## config.mk

```make
export PLATFORM = sky130hd
export DESIGN_NAME = store_write_buffer_flat
export DESIGN_NICKNAME = d
export VERILOG_FILES = /design/src/rtl/store_write_buffer_if.sv /design/src/rtl/store_write_buffer.sv /design/src/flat_wrapper.sv
export SDC_FILE = /design/constraint.sdc
export NUM_CORES = 1
export LEC_CHECK = 0
export CORE_MARGIN = 2
export CORE_UTILIZATION = 52
export DETAILED_ROUTE_END_ITERATION = 16
export GPL_TIMING_DRIVEN = 0
export PLACE_DENSITY = 0.85
export SLEW_MARGIN = 20
export SYNTH_ARGS = -nofsm -noshare
export SYNTH_HDL_FRONTEND = slang
export SYNTH_SLANG_ARGS = --single-unit
```

## constraint.sdc

```tcl
create_clock -name clk -period 3.04 [get_ports clk]
set_input_delay 0.608 -clock clk [delete_from_list [all_inputs] [get_ports clk]]
set_output_delay 0.608 -clock clk [all_outputs]
set_load 0.03 [all_outputs]
```

## src/rtl/store_write_buffer_if.sv

```systemverilog
// Store-buffer bus bundle: MEM-stage store/load request side plus data-memory write side.
// The master drives requests and mem_ack; the slave is the buffer itself.
interface store_write_buffer_if #(
    parameter int unsigned AW = 32
);
    logic          st_valid;
    logic [AW-1:0] st_addr;
    logic [31:0]   st_data;
    logic [1:0]    st_size;
    logic          st_ready;
    logic          misalign;
    logic          ld_valid;
    logic [AW-1:0] ld_addr;
    logic          ld_conflict;
    logic          mem_req;
    logic [AW-1:0] mem_addr;
    logic [31:0]   mem_wdata;
    logic [3:0]    mem_be;
    logic          mem_ack;
    logic          empty;

    modport master (
        output st_valid, st_addr, st_data, st_size, ld_valid, ld_addr, mem_ack,
        input  st_ready, misalign, ld_conflict, mem_req, mem_addr, mem_wdata, mem_be, empty
    );

    modport slave (
        input  st_valid, st_addr, st_data, st_size, ld_valid, ld_addr, mem_ack,
        output st_ready, misalign, ld_conflict, mem_req, mem_addr, mem_wdata, mem_be, empty
    );
endinterface

```

## src/rtl/store_write_buffer.sv

```systemverilog
// Store write buffer: lane-aligns sb/sh/sw stores, queues them in order and drains
// them to data memory over req/ack; flags loads that hit a pending store word.
module store_write_buffer #(
    parameter int unsigned DEPTH = 4,
    parameter int unsigned AW    = 32
) (
    input logic                  clk,
    input logic                  reset,
    store_write_buffer_if.slave  bus
);
    localparam int unsigned PW = $clog2(DEPTH);
    localparam int unsigned CW = PW + 1;
    localparam int unsigned WW = AW - 2;

    typedef struct packed {
        logic [WW-1:0] waddr;
        logic [3:0]    be;
        logic [31:0]   data;
    } entry_t;

    typedef enum logic {IDLE, REQ} state_t;

    state_t           state_q, state_d;
    entry_t           fifo_q [DEPTH];
    logic [DEPTH-1:0] valid_q;
    logic [PW-1:0]    wr_ptr_q, rd_ptr_q, rd_next;
    logic [CW-1:0]    count_q;
    entry_t           head_q, head_d;
    logic             mem_req_q, req_d;
    logic             misalign_q;
    entry_t           st_entry;
    logic             legal, push, pop, full;
    logic [DEPTH-1:0] hit;

    // Lane alignment and legality of the incoming store.
    always_comb begin
        st_entry.waddr = bus.st_addr[AW-1:2];
        st_entry.be    = 4'b0000;
        st_entry.data  = bus.st_data;
        legal          = 1'b0;
        unique case (bus.st_size)
            2'b00: begin
                legal         = 1'b1;
                st_entry.be   = 4'b0001 << bus.st_addr[1:0];
                st_entry.data = {4{bus.st_data[7:0]}};
            end
            2'b01: begin
                legal         = ~bus.st_addr[0];
                st_entry.be   = bus.st_addr[1] ? 4'b1100 : 4'b0011;
                st_entry.data = {2{bus.st_data[15:0]}};
            end
            2'b10: begin
                legal         = (bus.st_addr[1:0] == 2'b00);
                st_entry.be   = 4'b1111;
                st_entry.data = bus.st_data;
            end
            default: legal = 1'b0;
        endcase
    end

    assign full    = (count_q == CW'(DEPTH));
    assign push    = bus.st_valid & ~full & legal;
    assign rd_next = rd_ptr_q + PW'(1);

    // Drain FSM: the head stays counted and comparable until its ack edge.
    always_comb begin
        state_d = state_q;
        req_d   = mem_req_q;
        head_d  = head_q;
        pop     = 1'b0;
        unique case (state_q)
            IDLE: begin
                if (count_q != '0) begin
                    head_d  = fifo_q[rd_ptr_q];
                    req_d   = 1'b1;
                    state_d = REQ;
                end
            end
            REQ: begin
                if (bus.mem_ack) begin
                    pop = 1'b1;
                    if (count_q > CW'(1)) begin
                        head_d = fifo_q[rd_next];
                    end else if (push) begin
                        // Sole entry leaving while a new one arrives: bypass the array.
                        head_d = st_entry;
                    end else begin
                        req_d   = 1'b0;
                        state_d = IDLE;
                    end
                end
            end
            default: state_d = IDLE;
        endcase
    end

    always_ff @(posedge clk) begin
        if (reset) begin
            state_q    <= IDLE;
            mem_req_q  <= 1'b0;
            head_q     <= '0;
            misalign_q <= 1'b0;
            wr_ptr_q   <= '0;
            rd_ptr_q   <= '0;
            count_q    <= '0;
            valid_q    <= '0;
        end else begin
            state_q    <= state_d;
            mem_req_q  <= req_d;
            head_q     <= head_d;
            misalign_q <= bus.st_valid & ~legal;
            if (push) begin
                wr_ptr_q          <= wr_ptr_q + PW'(1);
                valid_q[wr_ptr_q] <= 1'b1;
            end
            if (pop) begin
                rd_ptr_q          <= rd_next;
                valid_q[rd_ptr_q] <= 1'b0;
            end
            unique case ({push, pop})
                2'b10:   count_q <= count_q + CW'(1);
                2'b01:   count_q <= count_q - CW'(1);
                default: count_q <= count_q;
            endcase
        end
    end

    // Payload storage needs no reset; validity is tracked separately.
    always_ff @(posedge clk) begin
        if (push) begin
            fifo_q[wr_ptr_q] <= st_entry;
        end
    end

    always_comb begin
        hit = '0;
        for (int i = 0; i < DEPTH; i++) begin
            hit[i] = valid_q[i] & (fifo_q[i].waddr == bus.ld_addr[AW-1:2]);
        end
    end

    assign bus.ld_conflict = bus.ld_valid & (|hit);
    assign bus.st_ready    = ~full;
    assign bus.empty       = (count_q == '0);
    assign bus.misalign    = misalign_q;
    assign bus.mem_req     = mem_req_q;
    assign bus.mem_addr    = {head_q.waddr, 2'b00};
    assign bus.mem_wdata   = head_q.data;
    assign bus.mem_be      = head_q.be;
endmodule

```

## src/flat_wrapper.sv

```systemverilog
// flat-port wrapper written by rule: the top's interface ports become plain ports
module store_write_buffer_flat 
#(
    parameter int unsigned DEPTH = 4,
    parameter int unsigned AW    = 32
)
  (clk, reset, bus_st_valid, bus_st_addr, bus_st_data, bus_st_size, bus_ld_valid, bus_ld_addr, bus_mem_ack, bus_st_ready, bus_misalign, bus_ld_conflict, bus_mem_req, bus_mem_addr, bus_mem_wdata, bus_mem_be, bus_empty);
  store_write_buffer_if #(.AW(AW)) bus_i ();
  input logic clk;
  input logic reset;
  input wire logic [$bits(bus_i.st_valid)-1:0] bus_st_valid;
  input wire logic [$bits(bus_i.st_addr)-1:0] bus_st_addr;
  input wire logic [$bits(bus_i.st_data)-1:0] bus_st_data;
  input wire logic [$bits(bus_i.st_size)-1:0] bus_st_size;
  input wire logic [$bits(bus_i.ld_valid)-1:0] bus_ld_valid;
  input wire logic [$bits(bus_i.ld_addr)-1:0] bus_ld_addr;
  input wire logic [$bits(bus_i.mem_ack)-1:0] bus_mem_ack;
  output wire logic [$bits(bus_i.st_ready)-1:0] bus_st_ready;
  output wire logic [$bits(bus_i.misalign)-1:0] bus_misalign;
  output wire logic [$bits(bus_i.ld_conflict)-1:0] bus_ld_conflict;
  output wire logic [$bits(bus_i.mem_req)-1:0] bus_mem_req;
  output wire logic [$bits(bus_i.mem_addr)-1:0] bus_mem_addr;
  output wire logic [$bits(bus_i.mem_wdata)-1:0] bus_mem_wdata;
  output wire logic [$bits(bus_i.mem_be)-1:0] bus_mem_be;
  output wire logic [$bits(bus_i.empty)-1:0] bus_empty;
  assign bus_i.st_valid = bus_st_valid;
  assign bus_i.st_addr = bus_st_addr;
  assign bus_i.st_data = bus_st_data;
  assign bus_i.st_size = bus_st_size;
  assign bus_i.ld_valid = bus_ld_valid;
  assign bus_i.ld_addr = bus_ld_addr;
  assign bus_i.mem_ack = bus_mem_ack;
  assign bus_st_ready = bus_i.st_ready;
  assign bus_misalign = bus_i.misalign;
  assign bus_ld_conflict = bus_i.ld_conflict;
  assign bus_mem_req = bus_i.mem_req;
  assign bus_mem_addr = bus_i.mem_addr;
  assign bus_mem_wdata = bus_i.mem_wdata;
  assign bus_mem_be = bus_i.mem_be;
  assign bus_empty = bus_i.empty;
  store_write_buffer #(.DEPTH(DEPTH), .AW(AW)) u_core (.clk(clk), .reset(reset), .bus(bus_i));
endmodule
```

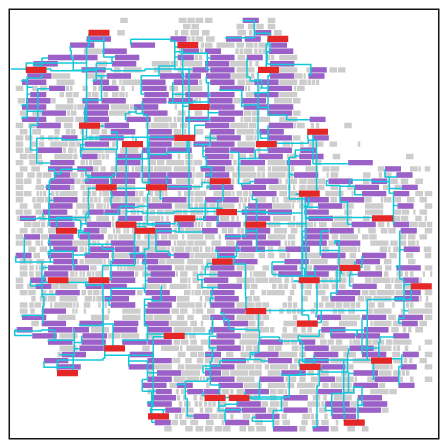
Run 1: clock distribution
- clock wires: cyan (length 4280 µm)
- flip-flops: purple (count 346)
- cells driving clock nets: red (count 39)
- routed clock nets: 40
- flops lie: spread over the die
Insertion Delay late pin: 0.55 ns
clock group total power: 4950 µW
Worst Skew: 0.0287 ns
Clk pwr share: 29.8%

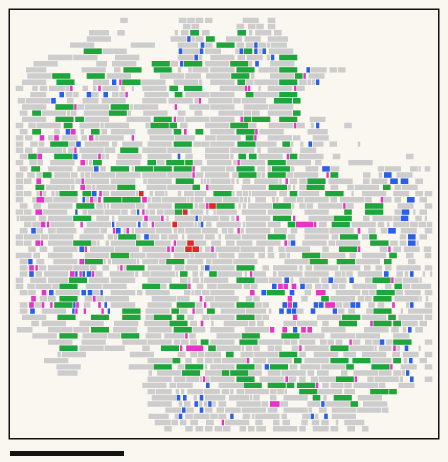
Run 1: gate-type map
Bar = 50 µm.
- NOR gates: magenta (cells 125)
- multiplexers: green (cells 196; where spread over the die)
- NAND gates: blue (cells 106; where spread over the die)
- AND and OR gates: red (cells 7; where middle)
Post-Layout Cell Count: 1896
most frequent logic cell in the layout: edfxtp_1
Comb area share: 35.8%

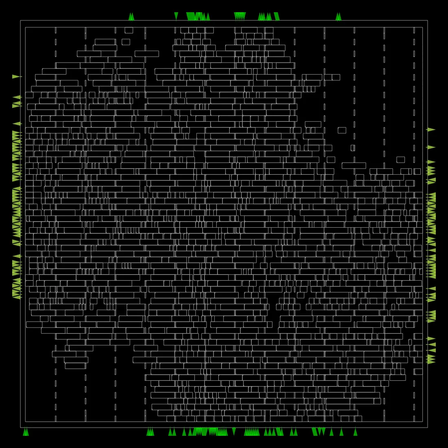
Run 1: placed standard cells
Seq/total area: 44.6%
Site Rows: 67
final core utilization: 64.2%
fillcell total: 2306

==> flow_metrics.tcl, run 1 <==
# flow metrics
set metrics [dict create \
    ys_sh_simple_pct 6.96 \
    synth_area_leader_cell "edfxtp_1" \
    worstRegToRegCells 13 \
    common_cells "edfxtp_1, mux4_2, nor2_1" \
    gp_congestion 0.940 \
    arrival_ns 3.44 \
    setup_slack_ns -0.00278 \
    outcome "finished, violations left" \
    chipWidth_um 188 \
    setup-violations-final 1 \
    grt_use_total_pct 29.1 \
    ys_types 50 \
    synth_cells 1212 \
    worstHoldStart "u_core.bus.mem_addr[11]" \
    path_class "reg2reg" \
    postCtsSetupRepairBufs 0 \
    cts.sinks 346 \
    cts_tree "yes" \
    synth_seq_share_pct 54.3 \
    largest-register "u_core.fifo_q" \
    vias_per_cell 6.67 \
    met1_length_um 18800 \
    nonClkBufAreaFrac_pct 10.6 \
    rsz0062_at_grt "yes" \
    hold_path_class "reg2reg" \
    drc 0 \
    power_leader "sequential cells" \
    yosysMostFrequentCell "edfxtp_1" \
    top_cells_by_area "edfxtp_1, mux4_2, dfxtp_1" \
    violations "setup timing" \
    finish.instance_area_mm2 0.0215 \
    cts.htree.levels 2 \
    dp.cells 1821 \
    reg2reg_setup_slack_ns -0.003 \
    syn_area_per_cell_um2 14.6 \
    period_minus_slack_ns 3.04 \
    slowest_delay_ns 0.52 \
    firstDrtPassIters 5 \
    die-area_mm2 0.0354 \
]
==> run 1: critical path, delay by kind of cell, from the launching register on <==
kind	cells	cell delay (ns)
fa+ha+maj	1	0.27
buf+inv	7	1.16
flops	1	0.37
mux	1	0.52
compound gates	4	0.56
==> run 1: metrics by stage <==
stage / setup WS, ns / hold WS, ns / power, µW
floorplan: 0.173 / 0.478 / 9570
global placement: -0.788 / 0.452 / 11400
CTS: -0.0182 / 0.464 / 16500
global route: -0.0813 / 0.491 / 17100
detailed placement: -0.795 / 0.454 / 11500
finish: -0.00278 / 0.464 / 16600
==> run 1: worst max path at each step <==
stage | start | end | slack, ns | depth (start not counted)
detailed placement | u_core.rd_ptr_q[0] | u_core.bus.mem_be[3] | -0.79 | 13
floorplan | u_core.rd_ptr_q[0] | u_core.bus.mem_be[3] | 0.17 | 13
finish | u_core.rd_ptr_q[0] | u_core.bus.mem_be[3] | -0.003 | 13
global route | u_core.rd_ptr_q[0] | u_core.bus.mem_be[3] | -0.08 | 13
CTS | u_core.rd_ptr_q[0] | u_core.bus.mem_be[3] | -0.02 | 13
global placement | bus_ld_addr[28] | bus_ld_conflict | -0.79 | 7
==> run 1: layout by cell type, fill, tap and decap left out, types with 24 or more instances in the layout <==
cell | Yosys | layout
edfxtp_1 | 264 | 264
clkdlybuf4s50_1 | 0 | 139
mux4_2 | 132 | 132
nor2_1 | 88 | 88
dfxtp_1 | 82 | 81
xnor2_1 | 78 | 57
clkbuf_1 | 52 | 55
a21oi_1 | 53 | 53
mux2i_1 | 47 | 47
xor2_1 | 46 | 46
a221o_1 | 46 | 46
clkbuf_16 | 0 | 39
nand3_1 | 36 | 36
buf_2 | 37 | 33
nand4_1 | 24 | 24
==> run 1: repair_timing <==
action                     4_1_cts  5_1_grt
pin swaps                        4        2
gates resized                   53       21
setup endpoints to repair       69       42
==> inputs of run 2 (changes only) <==
--- a/config.mk
+++ b/config.mk
@@ -8,6 +8,7 @@
 export CORE_MARGIN = 2
 export CORE_UTILIZATION = 52
 export DETAILED_ROUTE_END_ITERATION = 16
+export GPL_ROUTABILITY_DRIVEN = 0
 export GPL_TIMING_DRIVEN = 0
 export PLACE_DENSITY = 0.85
 export SLEW_MARGIN = 20
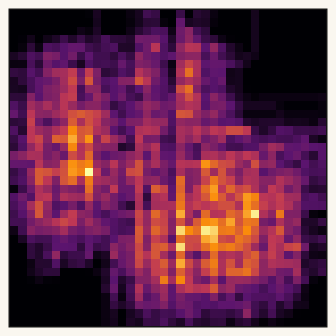
Run 2: signal metal coverage by tile
The die is cut into 38 by 38 equal tiles; black is low, pale yellow is high, scaled to the fullest tile. Values are wire area over tile area, all layers added.
- tiles over half the peak: 14%
- nearly empty tiles: 18%
- emptiest ninth of the die: top right
- mean over tiles: 0.25
- fullest tile: 0.95
via total after detailed routing: 12628
Wirelength per Cell: 27.2 µm

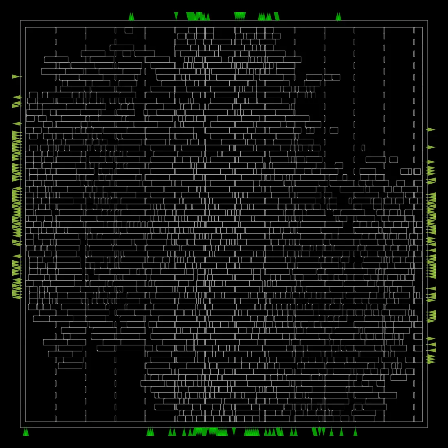
Run 2: placed standard cells
flip-flops: 346
core area: 0.0334 mm²
fillcell total: 2305
final core utilization: 63.5%
Post-Layout Cell Count: 1891

==> flow_metrics.tcl, run 2 <==
# flow metrics
set metrics [dict create \
    crit_cells 7 \
    crit_end "bus_ld_conflict" \
    worstHoldStart "u_core.bus.mem_addr[4]" \
    critical_path.cell_chain "clkdlybuf4s50_1, xnor2_1, nand4_1, nor4_2, nand4_1, a41oi_2, buf_4" \
    period_minus_slack_ns 3.12 \
    violations "setup timing" \
    grt_use_total_pct 28.8 \
    die-area_mm2 0.0354 \
    std_cell_rows 67 \
    worstRegToRegCells 13 \
    dp.cells 1821 \
    arrival_ns 2.51 \
    drc 0 \
    lay_top_count "edfxtp_1" \
    slowest_delay_ns 0.53 \
    cts_tree "yes" \
    top_cells_by_area "edfxtp_1, mux4_2, dfxtp_1" \
    worst_skew_pair.late_latency_ns 0.54 \
    hold_path_class "reg2reg" \
    synth_cells 1212 \
    outcome "finished, violations left" \
    synth_area_leader_cell "edfxtp_1" \
    setup-violations-final 1 \
    setup_slack_ns -0.0755 \
    layout_top_cells "edfxtp_1, clkdlybuf4s50_1, mux4_2, nor2_1, dfxtp_1" \
    cts.htree.levels 2 \
    dp_slack_ns -0.803 \
    path_class "in2out" \
    synth_seq_share_pct 54.3 \
    ys_types 50 \
    clk-power_uw 4420 \
    clkPwrFrac_pct 27.6 \
    vias_per_cell 6.68 \
    met1_length_um 18200 \
    crit_buf_inv 2 \
    crit_path_start "bus_ld_addr[31]" \
    chipWidth_um 188 \
    reg2reg_setup_slack_ns 0.05 \
    power_leader "sequential cells" \
    common_cells "edfxtp_1, mux4_2, nor2_1" \
    rsz0062_at_grt "yes" \
]
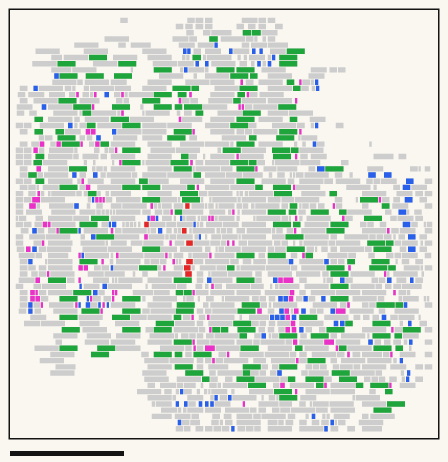
Run 2: gate-type map
Bar = 50 µm.
- multiplexers: green (cells 196; where spread over the die)
- NAND gates: blue (cells 106; where spread over the die)
- AND and OR gates: red (cells 7; where middle)
- NOR gates: magenta (cells 125)
Comb area share: 35.7%

==> run 2: final cells by class <==
class                           count  area [µm²]
Antenna cell                        2        5.00
Buffer                            111         642
Clock buffer                       50        1030
Clock inverter                     17         141
Fill cell                        2305       12200
Inverter                           10        37.5
Multi-Input combinational cell    746        7580
Sequential cell                   346        9570
Tap cell                          448         561
Timing Repair Buffer              161        1670
==> run 2: what timing repair did <==
item | 4_1_cts | 5_1_grt
hold buffers | 0 | 0
pin swaps | 2 | 1
gates resized | 42 | 13
endpoints found under the setup margin | 69 | 20
endpoints found under the hold margin | 0 | 0
buffers inserted | 0 | 1
gates cloned | 0 | 0
==> run 2: logic make-up after synthesis <==
| logic type | Yosys count | share of synthesized area (%) |
|---|---|---|
| multiplexers | 196 | 20.6 |
| AND-OR/OR-AND | 173 | 7.61 |
| XOR/XNOR | 124 | 6.16 |
| AND/OR/NAND/NOR | 238 | 6.96 |
| other | 1 | 0.0213 |
| buffers and inverters | 121 | 3.46 |
| adder cells (fa/ha/maj) | 13 | 0.922 |
| flip-flops | 346 | 54.3 |
==> run 2: metrics by stage <==
stage	cell area (µm²)	total power (µW)	hold WS [ns]	TNS, ns
after floorplan	17600	9570	0.478	0
after global placement	19800	11400	0.453	-212.02
after detailed placement	19900	11500	0.456	-38.68
after CTS	21200	15900	0.467	-0.00265
after global routing	21200	16500	0.486	-0.0942
final	21200	16000	0.465	-0.0755
==> run 2: worst register-to-register path: stages (launching register included) <==
cell,delay (ns)
dfxtp_1,0.36
clkbuf_4,0.21
buf_6,0.18
buf_8,0.18
inv_1,0.09
ha_1,0.29
buf_2,0.19
buf_12,0.15
buf_12,0.16
mux4_2,0.50
o21ai_0,0.12
o311ai_1,0.14
o21ai_1,0.16
o22ai_1,0.11
Power figures rest on the tool's default switching activity, not on a simulated workload.
